### Wires at chosen ports, followed through buffers, run 1

Scale bar: 50 um.
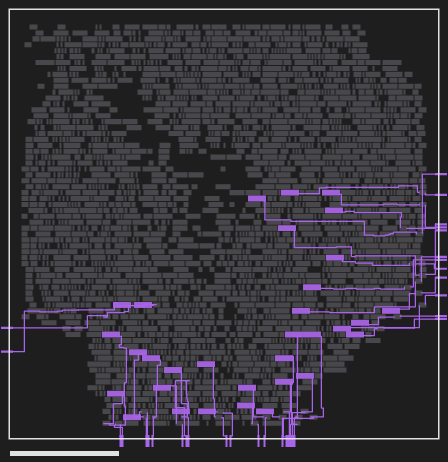
### Clock wires, drivers and flops, run 1

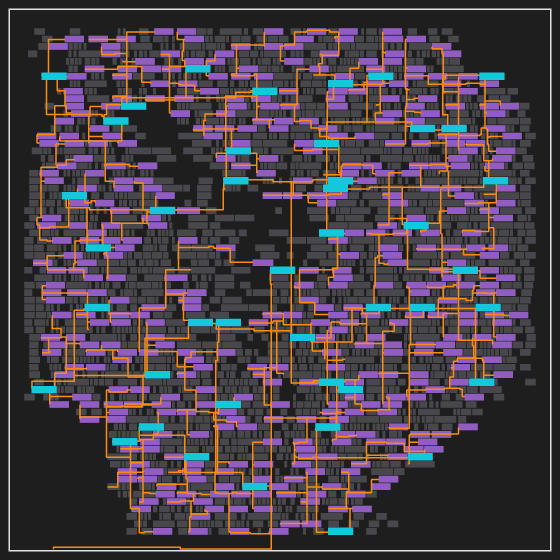
### Signal wires on met1, run 1

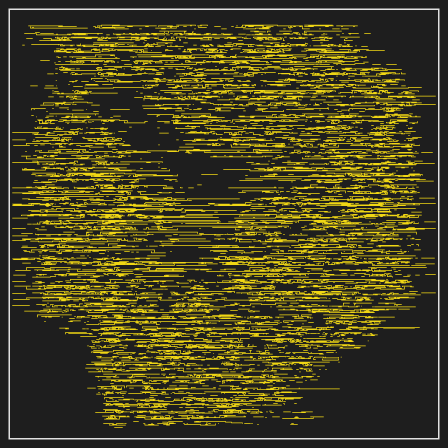
==> config.mk <==
export PLATFORM = sky130hd
export DESIGN_NAME = event_input_queue
export DESIGN_NICKNAME = d
export VERILOG_FILES = /design/src/rtl/event_input_queue.sv
export SDC_FILE = /design/constraint.sdc
export NUM_CORES = 1
export LEC_CHECK = 0
export CAP_MARGIN = 25
export CORE_MARGIN = 5
export CORE_UTILIZATION = 50
export DETAILED_ROUTE_END_ITERATION = 8
export PLACE_DENSITY = 0.81
export SYNTH_ARGS = -nofsm -noshare
export SYNTH_HDL_FRONTEND = slang
export SYNTH_SLANG_ARGS = --single-unit
==> constraint.sdc <==
create_clock -name clk -period 1.9 [get_ports clk]
set_input_delay 0.38 -clock clk [delete_from_list [all_inputs] [get_ports clk]]
set_output_delay 0.38 -clock clk [all_outputs]
set_load 0.03 [all_outputs]
==> impl_metrics.json, run 1 <==
{
  "yosysUniqueCellTypes": 41,
  "status": "finished with violations",
  "hpwlAfterDp_mm": 31.63,
  "floorplan.core_util_pct": 50.56,
  "min_path_type": "register to register",
  "ys_cells": 2028,
  "violations": "setup timing",
  "drtAntennaViolNets": 0,
  "gp_congestion": 0.8096,
  "setup_viol": 274,
  "p_switching_mw": 5.774,
  "post-route-drc-count": 0,
  "rows": 68,
  "clock_power_share_pct": 39.8,
  "worst-path-max-fanout": 8,
  "tightest_slew_ps": 448.8,
  "ir_drop_mv": 0.7104,
  "setup_slack_ps": -534.3,
  "synth.net_count": 2102,
  "worst_hold_slack_ps": 451.2
}
Back to the opening pictures, 'Wires at chosen ports, followed through buffers':
[purple] q_ts | direction: output | edge: 18 bottom, 12 right, 2 left | end cells: 32 | buffers: 32 | wire: 1570 um
IO buf count: 172
Ports: 173

Back to the opening pictures, 'Clock wires, drivers and flops':
[orange] clock wires | length: 4960 um
[cyan] cells driving clock nets | count: 43
[purple] flip-flops | count: 426
routed clock nets: 44
flops lie: widely spread
Clock Skew: 13.84 ps
Clk. pwr: 8.73 mW

Back to the opening pictures, 'Signal wires on met1':
main direction: horizontal
longest straight run: 41.4 um
via count: 16690
M1 GR Usage: 32.92%
total wire length: 60.72 mm

-- run 1: cells in the mapped netlist, drive strengths merged --
master,count,area share (%)
nand2,784,17
dfxtp,426,49
a21oi,395,11
clkbuf,100,2.1
mux4,96,12
buf,79,2.4
nor2,22,0.47
nand4,13,0.59
nand3,11,0.32
nor4,10,0.52
xnor2,9,0.45
xor2,9,0.45
inv,8,0.17
nand2b,8,0.29
or4,8,0.34
and4,7,0.37
mux2i,7,0.40
o31ai,7,0.30
and2,5,0.18
ha,4,0.29
nor3,3,0.086
o41ai,3,0.15
or3,3,0.11
or4b,3,0.17
and2b,1,0.043
and3,1,0.036
fa,1,0.11
nand3b,1,0.043
nor3b,1,0.043
nor4b,1,0.050
o21ai,1,0.029
o31a,1,0.050
-- run 1: worst reg2reg max path, stage by stage (launching register included) --
cell and delay, ps:
dfxtp_4 350, buf_6 110, and2b_2 210, buf_6 130, buf_6 110, or4_4 630, clkbuf_16 250, nand2_1 90
a21oi_1 100
-- run 1: layout make-up --
class	count	area [sq um]
Fill cell	2175	9628
Tap cell	455	569.3
Clock inverter	16	195.2
Clock buffer	60	1241
Multi-Input combinational cell	1417	9301
Sequential cell	426	8546
Timing Repair Buffer	393	5025
Inverter	8	37.54
-- run 1: layer usage --
metal	share of wire [%]	GRT usage [%]	vias up
met4	6.3	9.836	2
li1	-	-	7347
met2	48	44.09	1047
met3	9.9	4.256	291
met1	36	32.92	8002
met5	0.023	0	-
-- run 1: layout by cell type (no fill, tap or decap), types with 62 or more instances in the layout --
cell               n
nand2_4           87
buf_6            133
clkdlybuf4s50_1   67
nand2_1          676
mux4_2            96
a21oi_1          298
buf_12            62
clkbuf_16         65
buf_4             83
dfxtp_1          420
a21oi_2           97
==> run 2: changes to the inputs <==
CTS_CLUSTER_DIAMETER = 150   (was not set)
SLEW_MARGIN = 20   (was not set)
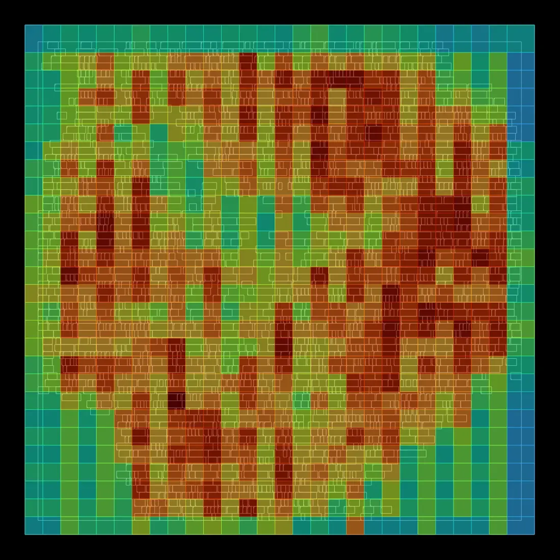
*Routing congestion map, run 2*
routing usage on met2: 44.09%
grt met3 use: 4.256%
Total Routing Usage GR: 25.77%
Top Usage Layer GRT: met2
Final Util: 72.13%

==> impl_metrics.json, run 2 <==
{
  "worst-path-max-fanout": 8,
  "gp_congestion": 0.8096,
  "setup_viol": 274,
  "finClkSkew_ps": 13.84,
  "post-route-drc-count": 0,
  "rows": 68,
  "synthTopCellsByCount": "nand2_1 (784), dfxtp_1 (426), a21oi_1 (395)",
  "yosysTopAreaCellShare_pct": 48.83,
  "async_flop_share_pct": 0,
  "status": "finished with violations",
  "violations": "setup timing",
  "hpwlAfterDp_mm": 31.63,
  "topCellsByArea": "dfxtp_1 (49%), nand2_1 (17%), mux4_2 (12%)",
  "top_cell": "nand2_1",
  "ioPinCount": 173,
  "tightest_slew_ps": 448.8,
  "drtAntennaViolNets": 0,
  "setup_slack_ps": -534.3,
  "yosysUniqueCellTypes": 41,
  "vias": 16690,
  "ir_drop_mv": 0.7104,
  "ys_dominant_reg_cell": "dfxtp_1"
}
-- run 2: cell counts after synthesis --
No cell type changed its count.
-- run 2: critical path, stage by stage (launching register included) --
cell     delay, ps
dfxtp_4        390
buf_12         130
buf_12         150
buf_16         130
mux4_2         540
buf_6          170
-- run 2: kinds of logic after synthesis --
group,synth area share (%)
AND/OR/NAND/NOR,20.50
flip-flops,48.83
AND-OR/OR-AND,11.85
buffers and inverters,4.736
multiplexers,12.78
XOR/XNOR,0.9028
adder cells (fa/ha/maj),0.4012
-- run 2: metal layers --
layer	vias to the layer above	wire, um
met3	291	6020
met5	-	14
met4	2	3822
li1	7347	-
met2	1047	28930
met1	8002	21930
-- run 2: layout make-up --
cell class	count	area (sq um)	share of cell area [%]
Multi-Input combinational cell	1417	9301	37.33
Sequential cell	426	8546	34.30
Timing Repair Buffer	393	5025	20.17
Clock buffer	60	1241	4.982
Tap cell	455	569.3	2.285
Clock inverter	16	195.2	0.7834
Inverter	8	37.54	0.1507
-- run 2: power by group --
group          switching, mW  leakage, nW  internal (mW)  total (mW)
combinational           1.99         4.55           1.95        3.94
clock                   3.62        0.711           5.11        8.73
sequential             0.159         3.44           9.12        9.28
-- run 2: what timing repair did --
item | 4_1_cts | 5_1_grt
pin swaps | 4 | 194
setup endpoints to repair | 116 | 200
setup buffers | 40 | 25
gates cloned | 7 | 29
resized | 503 | 386
endpoints found under the hold margin | 0 | 0
-- run 2: through the flow --
step           hold WS [ps]  area (sq um)  total power [mW]  std cells  setup TNS [ps]
2_1_floorplan         433.1         17500             10.86       2028          -25.27
3_3_place_gp          437.4         20590             12.04       2612         -161710
3_5_place_dp          443.3         20590             12.09       2612         -172480
4_1_cts               451.7         22810             21.07       2732          -41680
5_1_grt               467.1         24920             22.53       2775          -75750
6_report              451.2         24920             21.95       2775          -65470
Power and IR drop assume default switching activity.
